===== src/rtl/led_matrix_scan_driver.sv =====
// Double-buffered 8x8 RGB row-scan driver with anti-ghost blanking and global PWM brightness.
// Optional build macro LED_GAMMA_EN squares the latched brightness (bits [15:8] of bri*bri).
module led_matrix_scan_driver #(
  parameter int ROW_DIV   = 6250,
  parameter int BLANK_CYC = 64
) (
  input  logic        clk,
  input  logic        rst,
  input  logic        wr_en,
  input  logic [2:0]  wr_row,
  input  logic [23:0] wr_data,
  input  logic        swap_req,
  input  logic [7:0]  brightness,
  output logic        swap_pending,
  output logic        swap_ack,
  output logic        frame_start,
  output logic [7:0]  row,
  output logic [23:0] col_rgb
);

  localparam logic [15:0] LAST_CNT  = 16'(ROW_DIV - 1);
  localparam logic [15:0] BLANK_CNT = 16'(BLANK_CYC);

  logic [15:0] dcnt;
  logic [2:0]  ridx;
  logic [7:0]  bri_q;
  logic        sel;          // 0: buffer A is front, 1: buffer B is front
  logic [23:0] buf_a [8];
  logic [23:0] buf_b [8];

  logic        active;
  logic        on;
  logic        boundary;
  logic [23:0] front_row;

  function automatic logic [7:0] eff_bri(input logic [7:0] b);
`ifdef LED_GAMMA_EN
    logic [15:0] prod;
    prod = {8'd0, b} * {8'd0, b};
    return prod[15:8];
`else
    return b;
`endif
  endfunction

  always_comb begin
    active    = (dcnt >= BLANK_CNT);
    on        = active && (dcnt[7:0] < eff_bri(bri_q));
    boundary  = (dcnt == LAST_CNT) && (ridx == 3'd7);
    front_row = sel ? buf_b[ridx] : buf_a[ridx];
  end

  // Scan counters, swap arbitration and registered pin drive
  always_ff @(posedge clk or posedge rst) begin
    if (rst) begin
      dcnt         <= '0;
      ridx         <= '0;
      bri_q        <= '0;
      sel          <= 1'b0;
      swap_pending <= 1'b0;
      swap_ack     <= 1'b0;
      frame_start  <= 1'b0;
      row          <= '0;
      col_rgb      <= '0;
    end else begin
      if (dcnt == LAST_CNT) begin
        dcnt <= '0;
        ridx <= ridx + 3'd1;
      end else begin
        dcnt <= dcnt + 16'd1;
      end

      if (dcnt == 16'd0)
        bri_q <= brightness;

      // A request landing in the boundary cycle with nothing pending waits one frame.
      if (boundary && swap_pending) begin
        sel          <= ~sel;
        swap_pending <= 1'b0;
        swap_ack     <= 1'b1;
      end else begin
        swap_ack <= 1'b0;
        if (swap_req)
          swap_pending <= 1'b1;
      end

      frame_start <= boundary;
      row         <= active ? (8'd1 << ridx) : 8'd0;
      col_rgb     <= on ? front_row : 24'd0;
    end
  end

  // Writes go to whichever buffer is back at the start of the cycle
  always_ff @(posedge clk or posedge rst) begin
    if (rst) begin
      for (int i = 0; i < 8; i++) begin
        buf_a[i] <= '0;
        buf_b[i] <= '0;
      end
    end else if (wr_en) begin
      if (sel)
        buf_a[wr_row] <= wr_data;
      else
        buf_b[wr_row] <= wr_data;
    end
  end

endmodule


===== config.mk =====
export PLATFORM = sky130hd
export DESIGN_NAME = led_matrix_scan_driver
export DESIGN_NICKNAME = d
export VERILOG_FILES = /design/src/rtl/led_matrix_scan_driver.sv
export SDC_FILE = /design/constraint.sdc
export NUM_CORES = 1
export LEC_CHECK = 0
export CAP_MARGIN = 20
export CORE_MARGIN = 2
export CORE_UTILIZATION = 46
export DETAILED_ROUTE_END_ITERATION = 7
export GPL_TIMING_DRIVEN = 0
export PLACE_DENSITY = 0.65
export SYNTH_ARGS = -nofsm -noshare
export SYNTH_HDL_FRONTEND = slang
export SYNTH_SLANG_ARGS = --single-unit

===== constraint.sdc =====
create_clock -name clk -period 14.5 [get_ports clk]
set_input_delay 2.9 -clock clk [delete_from_list [all_inputs] [get_ports clk]]
set_output_delay 2.9 -clock clk [all_outputs]
set_load 0.02 [all_outputs]

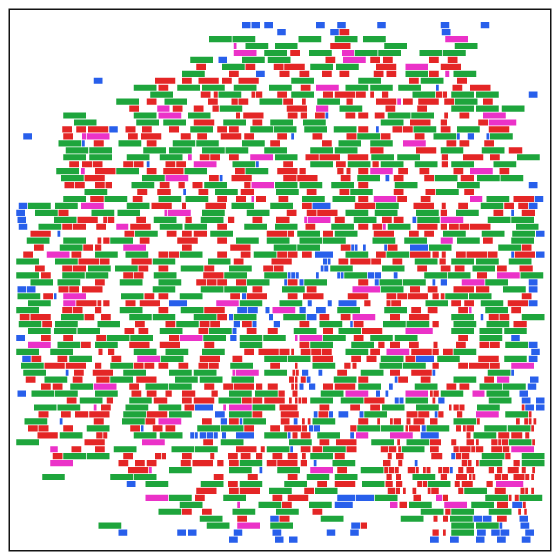
placement_by_type.png
class	color	cells	share of their area
clock drivers and dummy loads	magenta	83	7.1%
other buffers and delay cells	blue	186	6.7%
combinational and other logic	red	701	36%
flops	green	447	50%

==> results.txt <==
outcome -> finished clean
power density over the cells -> 126 nW/um^2
cell count after synthesis -> 1250
# resized after CTS -> 0
number of nets in the synthesized netlist -> 1305
GRT overflow -> 0
Root Buffer Master -> sky130_fd_sc_hd__clkbuf_16
Critical Path RT -> 14.96 ns
data arrival time of the critical path -> 5.20 ns
post-CTS setup buffer count -> 0
hold slack final -> 0.480 ns
maximum number of pins on one net before global-route repair -> 44
number of placement rows -> 75
clock tree from TritonCTS -> yes
largest fanout on the critical path -> 10
Reg2Reg Launch Point -> sel$_DFFE_PP0P_
DRC violation count after routing -> 0
WHS Endpoint -> dcnt[15]$_DFF_PP0_
Die Size -> 44600 sq um
flip-flops with a built-in enable -> 0
hold wc startpoint -> dcnt[15]$_DFF_PP0_
Hold Vio Cnt, Final -> 0
IO Count -> 74
Post-Synthesis Cell Area -> 19800 sq um
length of routed met2 wiring -> 21800 um
PnR Total Power -> 2.89 mW
sort of element at the start of the critical path -> input port
Top-area cell share -> 0.566
Worst-path clk slew -> 0.06 ns
post-synthesis share of cell area spent on full adders, half adders and majority gates -> 0.0101
number of iterations in the first detailed-routing pass -> 4
post-detailed-route wirelength per cell -> 23.3 um
worst slew margin relative to its limit -> 0.276
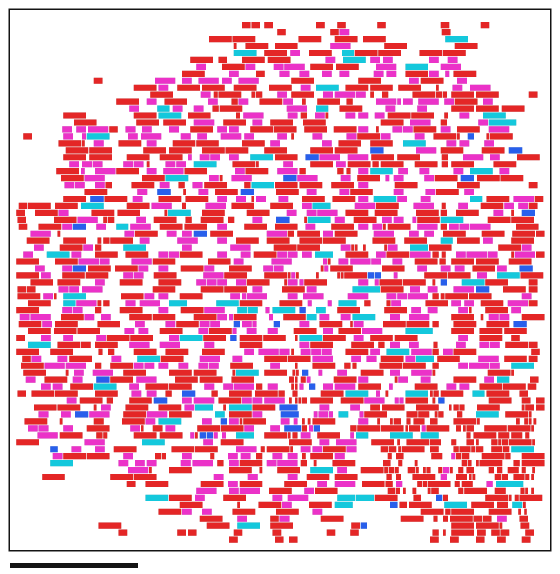
sizes.png
Scale bar: 50 um.
size	color	cells	share
_6 and larger	cyan	82	5.8%
_3 and _4 cells	blue	42	3.0%
_2 cells	magenta	503	35%
_0 and _1 cells	red	790	56%

==> worst max-delay path by stage <==
stage                   start                      to  slack (ns)  depth (start not counted)
global route        wr_row[0]   buf_b[59]$_DFFE_PP0P_        9.72                          5
floorplan                 rst    bri_q[0]$_DFFE_PP0N_        5.56                          1
CTS                 wr_row[0]   buf_b[61]$_DFFE_PP0P_        9.75                          5
detailed placement  wr_row[0]   buf_b[61]$_DFFE_PP0P_        9.14                          5
finish                  wr_en  buf_a[100]$_DFFE_PP0P_        9.75                          5
global placement          rst   buf_b[35]$_DFFE_PP0P_        2.67                          2
==> registers in the layout, indices dropped and copies added, names as in the netlist, 3 cells and up <==
name / flops
bri_q: 8
buf_a: 192
buf_b: 192
col_rgb: 24
dcnt: 16
ridx: 3
row: 8
==> per-layer routing <==
metal | vias up | global-route usage
met1 | 5975 | 0.303
met3 | 65 | 0.0384
met5 | - | 0
li1 | 4890 | -
met2 | 170 | 0.344
met4 | 0 | 0.0563
==> area by class of cell <==
cell class,instances,share of cell area
Buffer,102,0.0232
Tap cell,539,0.0293
Sequential cell,447,0.487
Multi-Input combinational cell,687,0.348
Clock inverter,12,0.00740
Inverter,14,0.00245
Timing Repair Buffer,84,0.0416
Clock buffer,71,0.0613
==> power by group <==
| group | switching [mW] | total, mW | internal [mW] |
|---|---|---|---|
| sequential | 0.0554 | 1.42 | 1.37 |
| combinational | 0.0908 | 0.236 | 0.146 |
| clock | 0.496 | 1.24 | 0.740 |
| total | 0.642 | 2.89 | 2.25 |
==> worst max-delay path: stages <==
cell,delay (ns)
sky130_fd_sc_hd__clkdlybuf4s50_1,0.67
sky130_fd_sc_hd__nand3_2,0.17
sky130_fd_sc_hd__nor2_1,0.57
sky130_fd_sc_hd__buf_2,0.50
sky130_fd_sc_hd__mux2_2,0.38
Power is estimated from default activity; no workload was simulated.
